<file path="src/rtl/mkio_pkg.sv">
// Shared types and constants for the MIL-STD-1553B Manchester-II word receiver:
// line-state codes, receiver FSM states, error codes and sync-word values.
package mkio_pkg;

  // Decoded differential line state after synchronisation.
  typedef enum logic [1:0] {
    LINE_Z = 2'b00,   // idle / invalid ({0,0} or {1,1})
    LINE_N = 2'b01,   // di1=0, di0=1
    LINE_P = 2'b10    // di1=1, di0=0
  } line_e;

  typedef enum logic [1:0] {
    ST_IDLE,
    ST_SYNC1,
    ST_SYNC2,
    ST_DATA
  } rx_state_e;

  localparam logic [1:0] ERR_NONE   = 2'b00;
  localparam logic [1:0] ERR_LINE   = 2'b01;
  localparam logic [1:0] ERR_PARITY = 2'b10;
  localparam logic [1:0] ERR_SYNC   = 2'b11;

  // rx_sync values: command/status sync is + then -, data sync is - then +.
  localparam logic SYNC_CMD  = 1'b1;
  localparam logic SYNC_DATA = 1'b0;

  // 16 data bits plus the odd-parity bit.
  localparam int NUM_BITS = 17;

  // Window (clocks) around the nominal mid-bit edge accepted for realignment.
  localparam int RESYNC_WIN = 4;

  // Map the two transceiver lines onto a line state; both equal means invalid.
  function automatic line_e decode_line(input logic d1, input logic d0);
    line_e ls;
    ls = LINE_Z;
    if (d1 && !d0) ls = LINE_P;
    else if (!d1 && d0) ls = LINE_N;
    return ls;
  endfunction

endpackage

</file>
<file path="src/rtl/mkio_line_sync.sv">
// Two-flop synchroniser for the asynchronous di1/di0 receiver lines followed by
// P/N/Z line-state decode. One instance per bus channel.
module mkio_line_sync
  import mkio_pkg::*;
(
  input  logic  clk,
  input  logic  reset_n,
  input  logic  di1,
  input  logic  di0,
  output line_e line_state
);

  logic [1:0] meta_q;
  logic [1:0] stab_q;

  // Two register stages absorb metastability before the lines are used.
  // NOTE: sequential state uses non-blocking assignments so both stages sample
  // the values from before the clock edge and the chain really is two deep.
  always_ff @(posedge clk or negedge reset_n) begin
    if (!reset_n) begin
      meta_q <= 2'b00;
      stab_q <= 2'b00;
    end else begin
      meta_q <= {di1, di0};
      stab_q <= meta_q;
    end
  end

  // Decode the stable pair into a line state.
  // NOTE: the output is fully assigned on every path, so no latch is inferred.
  always_comb begin
    line_state = decode_line(stab_q[1], stab_q[0]);
  end

endmodule

</file>
<file path="src/rtl/mkio_word_rx.sv">
// MIL-STD-1553B Manchester-II word decoder for one bus channel.
// Detects command/status or data sync, decodes 16 data bits plus odd parity and
// reports each word as a one-cycle rx_valid or rx_err strobe with an error code.
// Optional feature macro: MKIO_RX_RESYNC_EN -- when defined, mid-bit transitions
// near their nominal position realign the bit timer; otherwise the bit timer
// free-runs from the sync mid transition.
module mkio_word_rx
  import mkio_pkg::*;
#(
  parameter int HALF_BIT = 16,
  parameter int SYNC_TOL = 8
) (
  input  logic        clk,
  input  logic        reset_n,
  input  logic        rx_en,
  input  logic        di1,
  input  logic        di0,
  output logic [15:0] rx_data,
  output logic        rx_sync,
  output logic        rx_valid,
  output logic        rx_err,
  output logic [1:0]  err_code,
  output logic        rx_busy
);

  localparam int SYNC_NOM = 3 * HALF_BIT;
  localparam int CW       = $clog2(SYNC_NOM + SYNC_TOL + 1);

  localparam logic [CW-1:0] SYNC_MIN  = CW'(SYNC_NOM - SYNC_TOL);
  localparam logic [CW-1:0] SYNC_MAX  = CW'(SYNC_NOM + SYNC_TOL);
  localparam logic [CW-1:0] SYNC_LAST = CW'(SYNC_NOM - 1);
  localparam logic [CW-1:0] BIT_LAST  = CW'(2 * HALF_BIT - 1);
  localparam logic [CW-1:0] SAMP_A    = CW'(HALF_BIT / 2);
  localparam logic [CW-1:0] SAMP_B    = CW'(HALF_BIT + HALF_BIT / 2);
  localparam logic [4:0]    WORD_END  = 5'(NUM_BITS);

  line_e          ls;          // current synchronised line state
  line_e          ls_prev;     // line state one cycle earlier
  line_e          level;       // level being timed in SYNC1 / SYNC2
  line_e          a_lvl;       // first-half sample of the current bit
  rx_state_e      state;
  logic [CW-1:0]  cnt;         // SYNC1: run length; SYNC2: t; DATA: phase in bit
  logic [CW-1:0]  phase_next;
  logic [4:0]     bit_cnt;     // DATA: bit index, 16 = parity, 17 = word end
  logic [16:0]    shreg;       // data bits MSB first, parity in bit 0
  logic           sync_type;

  mkio_line_sync u_line_sync (
    .clk        (clk),
    .reset_n    (reset_n),
    .di1        (di1),
    .di0        (di0),
    .line_state (ls)
  );

`ifdef MKIO_RX_RESYNC_EN
  localparam logic [CW-1:0] MID_LO   = CW'(HALF_BIT - RESYNC_WIN);
  localparam logic [CW-1:0] MID_HI   = CW'(HALF_BIT + RESYNC_WIN);
  localparam logic [CW-1:0] MID_NEXT = CW'(HALF_BIT + 1);

  logic mid_edge;
  assign mid_edge = (ls != ls_prev) && (ls != LINE_Z) && (ls_prev != LINE_Z);

  // Next bit phase; a mid-bit edge near nominal pins this cycle to the mid point.
  always_comb begin
    phase_next = (cnt == BIT_LAST) ? '0 : cnt + 1'b1;
    if (mid_edge && (cnt >= MID_LO) && (cnt <= MID_HI)) phase_next = MID_NEXT;
  end
`else
  // Next bit phase; the timer free-runs from the sync mid transition.
  always_comb begin
    phase_next = (cnt == BIT_LAST) ? '0 : cnt + 1'b1;
  end
`endif

  // Receiver FSM: sync timing, bit sampling, parity and registered strobes.
  always_ff @(posedge clk or negedge reset_n) begin
    if (!reset_n) begin
      state     <= ST_IDLE;
      ls_prev   <= LINE_Z;
      level     <= LINE_Z;
      a_lvl     <= LINE_Z;
      cnt       <= '0;
      bit_cnt   <= '0;
      shreg     <= '0;
      sync_type <= 1'b0;
      rx_data   <= '0;
      rx_sync   <= 1'b0;
      rx_valid  <= 1'b0;
      rx_err    <= 1'b0;
      err_code  <= ERR_NONE;
      rx_busy   <= 1'b0;
    end else begin
      rx_valid <= 1'b0;
      rx_err   <= 1'b0;
      ls_prev  <= ls;

      if (!rx_en) begin
        state   <= ST_IDLE;
        rx_busy <= 1'b0;
        cnt     <= '0;
        bit_cnt <= '0;
      end else begin
        case (state)
          ST_IDLE: begin
            if ((ls_prev == LINE_Z) && (ls != LINE_Z)) begin
              level   <= ls;
              cnt     <= CW'(1);
              state   <= ST_SYNC1;
              rx_busy <= 1'b1;
            end
          end

          ST_SYNC1: begin
            if (ls == level) begin
              if (cnt >= SYNC_MAX) begin
                rx_err   <= 1'b1;
                err_code <= ERR_SYNC;
                rx_busy  <= 1'b0;
                state    <= ST_IDLE;
              end else begin
                cnt     <= cnt + 1'b1;
                rx_busy <= 1'b1;
              end
            end else if ((ls != LINE_Z) && (cnt >= SYNC_MIN)) begin
              // First half ended in range; this cycle is t=0 of the second half.
              sync_type <= (level == LINE_P) ? SYNC_CMD : SYNC_DATA;
              level     <= ls;
              cnt       <= CW'(1);
              state     <= ST_SYNC2;
              rx_busy   <= 1'b1;
            end else begin
              rx_err   <= 1'b1;
              err_code <= ERR_SYNC;
              rx_busy  <= 1'b0;
              state    <= ST_IDLE;
            end
          end

          ST_SYNC2: begin
            if ((ls == LINE_Z) || ((ls != level) && (cnt < SYNC_MIN))) begin
              rx_err   <= 1'b1;
              err_code <= ERR_SYNC;
              rx_busy  <= 1'b0;
              state    <= ST_IDLE;
            end else if (cnt == SYNC_LAST) begin
              cnt     <= '0;
              bit_cnt <= '0;
              state   <= ST_DATA;
            end else begin
              cnt <= cnt + 1'b1;
            end
          end

          ST_DATA: begin
            if (bit_cnt == WORD_END) begin
              // t=592: report the word, then chain straight into the next sync.
              rx_busy <= 1'b0;
              bit_cnt <= '0;
              if (^shreg) begin
                rx_valid <= 1'b1;
                rx_data  <= shreg[16:1];
                rx_sync  <= sync_type;
                err_code <= ERR_NONE;
              end else begin
                rx_err   <= 1'b1;
                err_code <= ERR_PARITY;
              end
              if (ls != LINE_Z) begin
                level <= ls;
                cnt   <= '0;
                state <= ST_SYNC1;
              end else begin
                cnt   <= '0;
                state <= ST_IDLE;
              end
            end else begin
              cnt <= phase_next;
              if (cnt == BIT_LAST) bit_cnt <= bit_cnt + 5'd1;
              if (cnt == SAMP_A) a_lvl <= ls;
              if (cnt == SAMP_B) begin
                if ((a_lvl == LINE_P) && (ls == LINE_N)) begin
                  shreg <= {shreg[15:0], 1'b1};
                end else if ((a_lvl == LINE_N) && (ls == LINE_P)) begin
                  shreg <= {shreg[15:0], 1'b0};
                end else begin
                  rx_err   <= 1'b1;
                  err_code <= ERR_LINE;
                  rx_busy  <= 1'b0;
                  cnt      <= '0;
                  state    <= ST_IDLE;
                end
              end
            end
          end

          default: begin
            state   <= ST_IDLE;
            rx_busy <= 1'b0;
          end
        endcase
      end
    end
  end

endmodule

</file>
<file path="config.mk">
export PLATFORM = sky130hd
export DESIGN_NAME = mkio_word_rx
export DESIGN_NICKNAME = d
export VERILOG_FILES = /design/src/rtl/mkio_pkg.sv /design/src/rtl/mkio_line_sync.sv /design/src/rtl/mkio_word_rx.sv
export SDC_FILE = /design/constraint.sdc
export NUM_CORES = 1
export LEC_CHECK = 0
export ABC_CLOCK_PERIOD_IN_PS = 2100
export CAP_MARGIN = 20
export CORE_AREA = 10 10 71 118
export CTS_BUF_LIST = sky130_fd_sc_hd__clkbuf_8
export CTS_CLUSTER_SIZE = 24
export DETAILED_ROUTE_END_ITERATION = 8
export DIE_AREA = 0 0 81 128
export GPL_TIMING_DRIVEN = 0
export PLACE_DENSITY = 0.89
export REMOVE_ABC_BUFFERS = 1
export SLEW_MARGIN = 5
export SYNTH_ARGS = -nofsm -noshare
export SYNTH_HDL_FRONTEND = slang
export SYNTH_SLANG_ARGS = --single-unit
</file>
<file path="constraint.sdc">
create_clock -name clk -period 2.1 [get_ports clk]
set_input_delay 0.21 -clock clk [delete_from_list [all_inputs] [get_ports clk]]
set_output_delay 0.21 -clock clk [all_outputs]
set_load 0.03 [all_outputs]
</file>
==> CHANGELOG.md <==
### Changed

* Total grt overflow at 0
* Worst-Margin Slew at roughly 800 ps
* CTS sink count at approximately 63
* OpenROAD warning count at 37
* Post-synth EDFFs at 0
* WP data arrival at 2460 ps
* Largest net degree at the start of global routing at 64
* Ys flop type: dfrtp_1
* Synth warn at 0
* Logic pwr share at around 25%
* FP Core Util at roughly 53%
* Crit path buffers/inverters at 2
* Status: finished with violations
* Synth cell types at between 50 and 60
* Pint at about 2200 uW
* Unrepaired setup endpoints after global routing: yes
* Nets at approximately 360
* Layout cells sized above 1 at 38.97%
* Setup CP Type: reg2reg
* Routed length per placed instance at between 20 and 25 um
* Detail Route Antenna Nets at 0
* Via count at ~2800
* CP startpoint kind: flip-flop
* Clock slew at reported path FFs at ~70 ps
* Initial antenna violation count at 0
* Post-synth seq share at 46.19%
* Setup violators final at 24
* CP Depth at 8
* Worst setup margin at -83.24 ps
* Top area cell types: dfrtp_1 46%, mux2_2 10%, ha_1 5.1%
* Fillers at between 400 and 500
* Most frequent cell after synthesis: dfrtp_1
* Final Hold Fails at 0
* PwrDens at between 700 and 800 nW/um2
* FF-to-FF path depth at 8
* Delay-heaviest family, CP: flip-flops
* Synth async-reset ratio at 100.0%
* Avg Synthesized Cell Area at 11.57 um2
* Max Clock Freq at 458.0 MHz
* CTS Buf Count at 9
* Failing checks: negative setup slack
## power by group through the flow
stage,logic (uW),registers [uW],clock network [uW]
floorplan,299,1320,0
global placement,452,1310,0
detailed placement,471,1310,0
CTS,659,1310,1070
global route,841,1330,1140
finish,803,1330,1080
## registers in the layout, summed over array words and instances, names as in the netlist, 2 cells and up
| signal | cells |
|---|---|
| state | 2 |
| rx_data | 16 |
| ls_prev | 2 |
| cnt | 6 |
| shreg | 17 |
| err_code | 2 |
| level | 2 |
| u_line_sync.stab_q | 2 |
| u_line_sync.meta_q | 2 |
| a_lvl | 2 |
| bit_cnt | 5 |
## routing by layer
metal	track usage (%)	vias to the layer above	part of all wire (%)
met2	28.72	137	53
li1	-	1180	-
met1	16.34	1383	36
met5	0	-	0
met3	4.846	52	6.3
met4	9.724	0	5.4
## path summary, 6_finish.rpt
check                                                     start                         endpoint  slack, ps
worst max-delay path            u_line_sync.stab_q[1]$_DFF_PN0_               cnt[5]$_DFFE_PN0P_        -80
worst min-delay path                                        di1  u_line_sync.meta_q[1]$_DFF_PN0_        290
worst max register to register  u_line_sync.stab_q[1]$_DFF_PN0_               cnt[5]$_DFFE_PN0P_        -80
worst min register to register  u_line_sync.meta_q[0]$_DFF_PN0_  u_line_sync.stab_q[0]$_DFF_PN0_        350
max in group asynchronous                               reset_n  u_line_sync.stab_q[1]$_DFF_PN0_       1040
min in group asynchronous                               reset_n              rx_busy$_DFFE_PN0P_        470
## through the flow
step	setup slack [ps]	util (%)	instances	TNS [ps]	total power (uW)
after detailed placement	-833.9	57.61	391	-20470	1783
after global routing	-211.9	70.26	431	-3449	3316
after floorplan	-374.1	-	282	-2842	1615
final	-83.24	70.26	431	-953.7	3206
after CTS	-67.14	66.41	421	-995.0	3042
after global placement	-1182	57.58	390	-94500	1760
## final cells by class
class	instances	area, um2	area share [%]
timing repair buffer	49	454.2	10.04
sequential	63	1582	34.95
clock buffer	10	137.6	3.041
inverter	13	55.05	1.216
clock inverter	6	61.31	1.355
tap	82	102.6	2.267
multi-input combinational	208	2133	47.14
## kinds of logic after synthesis
kind of cell             synth area share (%)
XOR/XNOR                                5.682
buffers and inverters                   3.409
AND/OR/NAND/NOR                         13.89
flip-flops                              46.19
multiplexers                            14.85
adder cells (fa/ha/maj)                 5.132
AND-OR/OR-AND                           10.85
## cell usage in the layout, fill, tap and decap left out, drive strengths merged, types with 7 or more instances in the layout
master and count:
nor2 16, inv 13, xnor2 12, mux2 40, nand2b 8, ha 14, a31oi 7, o21ai 9
dfrtp 63, nand3 13, nand2 13, a21oi 7, clkbuf 10, clkdlybuf4s50 24, buf 23
## repair_timing
item                                    in CTS  in global routing
endpoints found under the setup margin      55                 53
pin swaps                                   20                 11
gates resized                               55                 35
buffers inserted                            13                  8
cloned                                       0                  2
hold buffers                                 1                  0
hold endpoints to repair                    63                  0
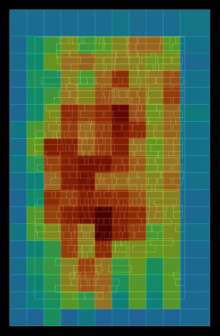
(routing congestion map)
met1 usage: 16.34%
Layout Utilization: 70.26%
GRT busiest layer: met2
GR Util met3: 4.846%

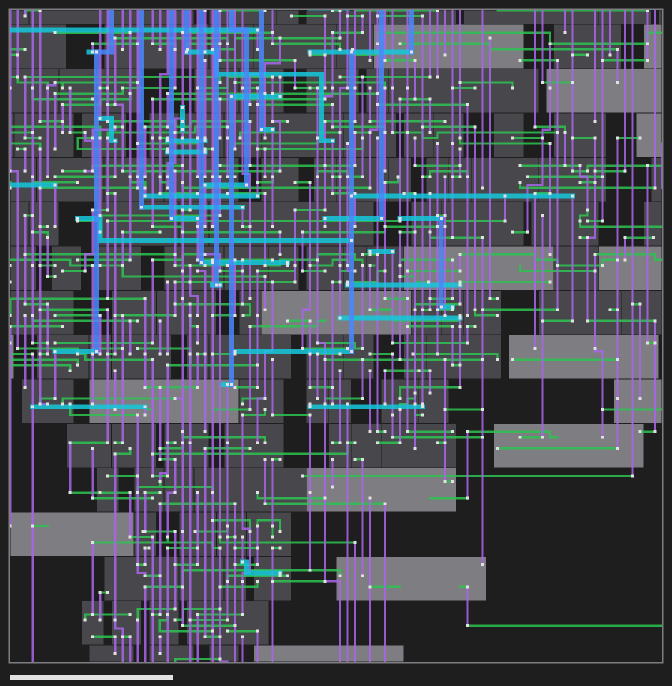
(close-up of the layout)
Scale bar: 10 um. Window x 20 to 60, y 18 to 58 um. Cells in gray, sequential cells in the stronger gray; small squares are vias.
purple -> M2
green -> M1
blue -> M4
cyan -> M3
most frequent = dfrtp_1 (10), nand2_1 (8), nor2_1 (8)
sequential cells in the window = 10
cells with their middle in the window = 114
netlist names of flops here include = `bit_cnt` (5), `shreg` (3), `cnt` (2)

Power figures rest on the tool's default switching activity, not on a simulated workload.
